**config.mk**
```make
export PLATFORM = sky130hd
export DESIGN_NAME = switch_port_flat
export DESIGN_NICKNAME = d
export VERILOG_FILES = /design/src/rtl/switch_port_pkg.sv /design/src/rtl/switch_port_if.sv /design/src/rtl/switch_port_sync2.sv /design/src/rtl/switch_port.sv /design/src/flat_wrapper.sv
export SDC_FILE = /design/constraint.sdc
export NUM_CORES = 1
export LEC_CHECK = 0
export ABC_AREA = 1
export CORE_MARGIN = 1.5
export CORE_UTILIZATION = 52
export CTS_BUF_LIST = sky130_fd_sc_hd__clkbuf_16
export CTS_CLUSTER_DIAMETER = 120
export DETAILED_ROUTE_END_ITERATION = 10
export HOLD_SLACK_MARGIN = 0.03
export PLACE_DENSITY = 0.79
export SYNTH_ARGS = -nofsm -noshare
export SYNTH_HDL_FRONTEND = slang
export SYNTH_SLANG_ARGS = --single-unit
export TNS_END_PERCENT = 50
```
**constraint.sdc**
```tcl
create_clock -name clock -period 2.1 [get_ports clock]
set_input_delay 0.63 -clock clock [delete_from_list [all_inputs] [get_ports clock]]
set_output_delay 0.63 -clock clock [all_outputs]
set_load 0.02 [all_outputs]
```
**src/rtl/switch_port_pkg.sv**
```systemverilog
// Shared types and address helpers for the switch_port memory-mapped input responder.
package switch_port_pkg;

  typedef enum logic {IDLE = 1'b0, COUNT = 1'b1} deb_state_t;

  localparam int STAT_NEW = 0;
  localparam int STAT_OVR = 1;

  // The top of the address space is shared with the display register at N-2.
  function automatic int data_addr(input int word_w, input int op_w);
    return (1 << (word_w - op_w)) - 1;
  endfunction

  function automatic int stat_addr(input int word_w, input int op_w);
    return (1 << (word_w - op_w)) - 3;
  endfunction

endpackage

```
**src/rtl/switch_port_if.sv**
```systemverilog
// Processor data-bus signals seen by a memory-mapped responder.
interface switch_port_if #(
  parameter int WORD_W = 8,
  parameter int OP_W   = 3
) ();

  logic [WORD_W-OP_W-1:0] Daddress;
  logic                   RE;
  logic                   WE;
  logic [WORD_W-1:0]      Wdata;
  logic [WORD_W-1:0]      Sdata;

  modport master (output Daddress, RE, WE, Wdata, input Sdata);
  modport slave  (input Daddress, RE, WE, Wdata, output Sdata);

endinterface

```
**src/rtl/switch_port_sync2.sv**
```systemverilog
// Two-flop synchroniser bringing the raw switch word into the clock domain.
module switch_port_sync2 #(
  parameter int WORD_W = 8
) (
  input  logic              clock,
  input  logic              n_reset,
  input  logic [WORD_W-1:0] i_async,
  output logic [WORD_W-1:0] o_sync
);

  logic [WORD_W-1:0] r_sync1;
  logic [WORD_W-1:0] r_sync2;

  // NOTE: non-blocking assignments keep this a two-stage chain; blocking ones would collapse it to one flop.
  always_ff @(posedge clock or negedge n_reset) begin
    if (!n_reset) begin
      r_sync1 <= '0;
      r_sync2 <= '0;
    end else begin
      r_sync1 <= i_async;
      r_sync2 <= r_sync1;
    end
  end

  assign o_sync = r_sync2;

endmodule

```
**src/rtl/switch_port.sv**
```systemverilog
// Debounced switch input register with DATA and STATUS (new/overrun) registers on the data bus.
module switch_port
  import switch_port_pkg::*;
#(
  parameter int WORD_W     = 8,
  parameter int OP_W       = 3,
  parameter int DEB_CYCLES = 16
) (
  input  logic              clock,
  input  logic              n_reset,
  input  logic [WORD_W-1:0] switches,
  switch_port_if.slave      bus
);

  localparam int AW    = WORD_W - OP_W;
  localparam int CNT_W = $clog2(DEB_CYCLES + 1);

  localparam logic [AW-1:0]    DATA_ADDR = AW'(data_addr(WORD_W, OP_W));
  localparam logic [AW-1:0]    STAT_ADDR = AW'(stat_addr(WORD_W, OP_W));
  localparam logic [CNT_W-1:0] CNT_LAST  = CNT_W'(DEB_CYCLES - 1);

  logic [WORD_W-1:0] w_sync;

  deb_state_t        r_state;
  logic [WORD_W-1:0] r_cand;
  logic [CNT_W-1:0]  r_cnt;
  logic [WORD_W-1:0] r_stable;
  logic [WORD_W-1:0] r_data;
  logic              r_new;
  logic              r_ovr;

  deb_state_t        w_state_nxt;
  logic [WORD_W-1:0] w_cand_nxt;
  logic [CNT_W-1:0]  w_cnt_nxt;
  logic              w_commit;

  logic              w_rd_data;
  logic              w_wr_stat;
  logic              w_clr_new;
  logic              w_clr_ovr;
  logic              w_new_nxt;
  logic              w_ovr_nxt;

  switch_port_sync2 #(.WORD_W(WORD_W)) u_sync (
    .clock   (clock),
    .n_reset (n_reset),
    .i_async (switches),
    .o_sync  (w_sync)
  );

  // NOTE: every combinational output gets a default first so no branch can infer a latch.
  always_comb begin
    w_state_nxt = r_state;
    w_cand_nxt  = r_cand;
    w_cnt_nxt   = r_cnt;
    w_commit    = 1'b0;
    case (r_state)
      IDLE: begin
        if (w_sync != r_stable) begin
          w_cand_nxt  = w_sync;
          w_cnt_nxt   = CNT_W'(1);
          w_state_nxt = COUNT;
        end
      end
      COUNT: begin
        // Returning to the committed value is a glitch and outranks a restart.
        if (w_sync == r_stable) begin
          w_state_nxt = IDLE;
        end else if (w_sync != r_cand) begin
          w_cand_nxt = w_sync;
          w_cnt_nxt  = CNT_W'(1);
        end else if (r_cnt == CNT_LAST) begin
          w_commit    = 1'b1;
          w_state_nxt = IDLE;
        end else begin
          w_cnt_nxt = r_cnt + CNT_W'(1);
        end
      end
    endcase
  end

  // A commit coinciding with a clear of new counts as consumed-then-refilled, so no overrun.
  always_comb begin
    w_rd_data = bus.RE && (bus.Daddress == DATA_ADDR);
    w_wr_stat = bus.WE && (bus.Daddress == STAT_ADDR);
    w_clr_new = w_rd_data || (w_wr_stat && bus.Wdata[STAT_NEW]);
    w_clr_ovr = w_wr_stat && bus.Wdata[STAT_OVR];
    w_new_nxt = w_commit || (r_new && !w_clr_new);
    w_ovr_nxt = (w_commit && r_new && !w_clr_new) || (r_ovr && !w_clr_ovr);
  end

  always_ff @(posedge clock or negedge n_reset) begin
    if (!n_reset) begin
      r_state  <= IDLE;
      r_cand   <= '0;
      r_cnt    <= '0;
      r_stable <= '0;
      r_data   <= '0;
      r_new    <= 1'b0;
      r_ovr    <= 1'b0;
    end else begin
      r_state <= w_state_nxt;
      r_cand  <= w_cand_nxt;
      r_cnt   <= w_cnt_nxt;
      if (w_commit) begin
        r_stable <= r_cand;
        r_data   <= r_cand;
      end
      r_new <= w_new_nxt;
      r_ovr <= w_ovr_nxt;
    end
  end

  always_comb begin
    bus.Sdata = '0;
    if (bus.Daddress == DATA_ADDR) begin
      bus.Sdata = r_data;
    end else if (bus.Daddress == STAT_ADDR) begin
      bus.Sdata[STAT_NEW] = r_new;
      bus.Sdata[STAT_OVR] = r_ovr;
    end
  end

endmodule
```
**src/flat_wrapper.sv**
```systemverilog
// flat-port wrapper written by rule: the top's interface ports become plain ports
module switch_port_flat import switch_port_pkg::*;
#(
  parameter int WORD_W     = 8,
  parameter int OP_W       = 3,
  parameter int DEB_CYCLES = 16
)
  (clock, n_reset, switches, bus_Daddress, bus_RE, bus_WE, bus_Wdata, bus_Sdata);
  switch_port_if #(.WORD_W(WORD_W), .OP_W(OP_W)) bus_i ();
  input  logic clock;
  input  logic n_reset;
  input  logic [WORD_W-1:0] switches;
  input wire logic [$bits(bus_i.Daddress)-1:0] bus_Daddress;
  input wire logic [$bits(bus_i.RE)-1:0] bus_RE;
  input wire logic [$bits(bus_i.WE)-1:0] bus_WE;
  input wire logic [$bits(bus_i.Wdata)-1:0] bus_Wdata;
  output wire logic [$bits(bus_i.Sdata)-1:0] bus_Sdata;
  assign bus_i.Daddress = bus_Daddress;
  assign bus_i.RE = bus_RE;
  assign bus_i.WE = bus_WE;
  assign bus_i.Wdata = bus_Wdata;
  assign bus_Sdata = bus_i.Sdata;
  switch_port #(.WORD_W(WORD_W), .OP_W(OP_W), .DEB_CYCLES(DEB_CYCLES)) u_core (.clock(clock), .n_reset(n_reset), .switches(switches), .bus(bus_i));
endmodule
```
==> GITHUB_STEP_SUMMARY <==
### Metrics collected by this job

| Metric | Value |
|---|---|
| Log Warnings | 32 |
| Library cells used by synthesis | 26 |
| Hold bufs inserted after CTS | 0 |
| Crit path capture | bus_Sdata[0] |
| CP required | between 1 and 1.5 ns |
| Antenna diodes | 0 |
| First-pass GRT wire length | 6590 um |
| Reg2reg start | u_core.r_cnt[0] |
| DIE HEIGHT | 63.7 um |
| Worst setup margin | 0.0289 ns |
| Arr. time, crit path | approximately 1.4 ns |
| Dominant cell area share | 52.3% |
| Yosys aoi share | 4.18% |
| Gates resized, CTS repair | between 50 and 60 |
| Post-CTS Setup Bufs | 0 |
| Status | finished, final reports clean |
| Max cap viols | 0 |
| Dominant comb cell | simple AND/OR/NAND/NOR gates |
| FMAX | 483 MHz |
| Area leader, netlist | dfrtp_1 |
| Crit path launch | bus_Daddress[4] |
| Pre-CTS setup slack | -0.746 ns |
| GPL Wtd Cong | 0.827 |
| Hold path startpoint | u_core.u_sync.r_sync1[6] |
| Filler Cell Count | 264 |
| Most Frequent Cell on Critical Path | buf_6 |
| Synth Instances | 226 |
| Maximum clock insertion buffer count | 2 |
| Largest net degree at the start of global routing | 41 |
| Total track usage | 21.3% |
| Post-Syn Area | 1920 um2 |
| Ys cells | about 230 |
| Xor+xnor area frac | under 10% |
| P_leak | 0.00122 uW |
| CTS tree | done |
| Top cells by area | dfrtp_1 52%, nand2_1 14%, inv_1 6.1% |
| # clock sinks | 40 |
| WP depth | 6 |
| YS chip area | 1920 um2 |
-- cells in the mapped netlist --
library cell,number
nand2_1,71
dfrtp_1,40
inv_1,31
nor2_1,18
nand4_1,15
nand3_1,8
xnor2_1,6
nand2_2,5
o21ai_0,5
inv_2,3
a21oi_1,2
a22o_1,2
ha_1,2
nand3_2,2
nor2_4,2
o21ai_1,2
o21ai_2,2
xor2_1,2
and3_1,1
buf_2,1
buf_6,1
buf_8,1
clkbuf_1,1
nand2_4,1
nor3_1,1
nor3b_2,1
-- per-layer routing --
layer	global-route usage, %	vias to the layer above	part of all wire (%)
met5	0	-	0
met2	34.7	50	49
met3	6.79	7	6.3
met4	10.6	0	1.8
li1	-	777	-
met1	25.4	700	43
-- cell type report --
| class | count | area (um2) | area share, % |
|---|---|---|---|
| Clock buffer | 5 | 125 | 5.27 |
| Clock inverter | 3 | 38.8 | 1.63 |
| Inverter | 34 | 128 | 5.37 |
| Multi-Input combinational cell | 148 | 786 | 33.1 |
| Sequential cell | 40 | 1000 | 42.1 |
| Tap cell | 46 | 57.6 | 2.42 |
| Timing Repair Buffer | 30 | 240 | 10.1 |
-- where the power goes --
group / internal (uW) / switching, uW / total [uW]
Clock: 553 / 272 / 825
Sequential: 801 / 25.2 / 827
Combinational: 59.2 / 73.3 / 132
-- through the flow --
step | TNS [ns] | total power [uW] | hold WS [ns] | util (%) | area (um2)
after global routing | 0 | 1860 | 0.358 | 69.0 | 2380
final | 0 | 1780 | 0.346 | 69.0 | 2380
after global placement | -5.53 | 965 | 0.332 | 64.6 | 2220
after floorplan | 0 | 901 | 0.331 | - | 1920
after detailed placement | -5.90 | 969 | 0.335 | 64.6 | 2220
after CTS | 0 | 1800 | 0.347 | 69.2 | 2380
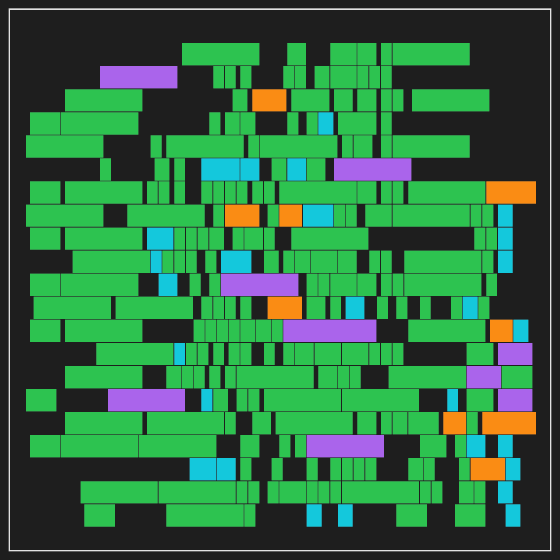
Fig. 1. Cells by drive strength.
| color | size | cells |
|---|---|---|
| purple | drive 6 and up | 9 |
| cyan | drive 2 | 27 |
| green | drive 1 or less | 215 |
| orange | drive 3 to 4 | 9 |

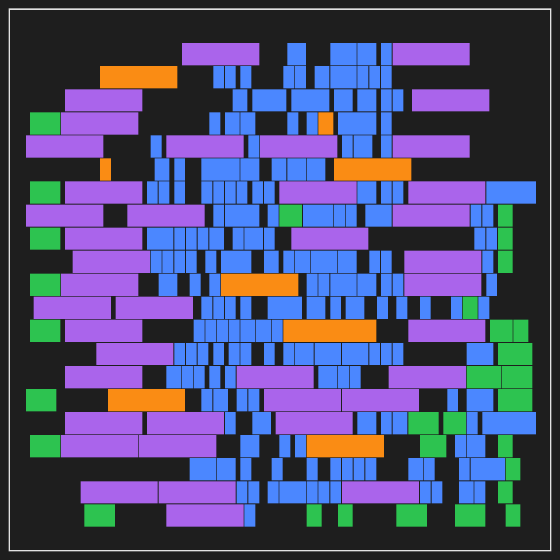
Fig. 2. Placed cells, one color a class.
| color | class | cells |
|---|---|---|
| green | other buffers and delay cells | 30 |
| blue | all other logic | 182 |
| purple | flip-flops | 40 |
| orange | clock drivers and dummy loads | 8 |

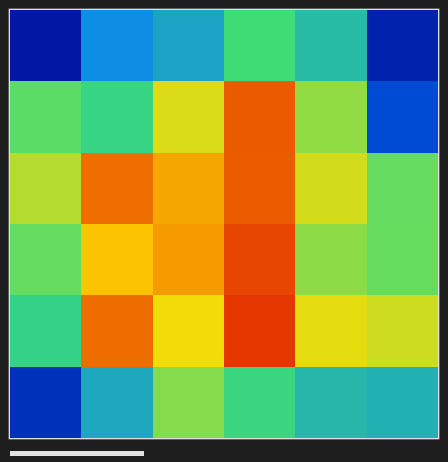
Fig. 3. Local utilization.
The bar under the picture is 20 um long. The die is cut into 6 by 6 equal tiles; dark blue is low, red is high, 0 to 100% covered.
densest ninth of the die: center
fullest tile: 94%
mean over tiles: 57%
tiles over 75% full: 25%

Power figures rest on the tool's default switching activity, not on a simulated workload.
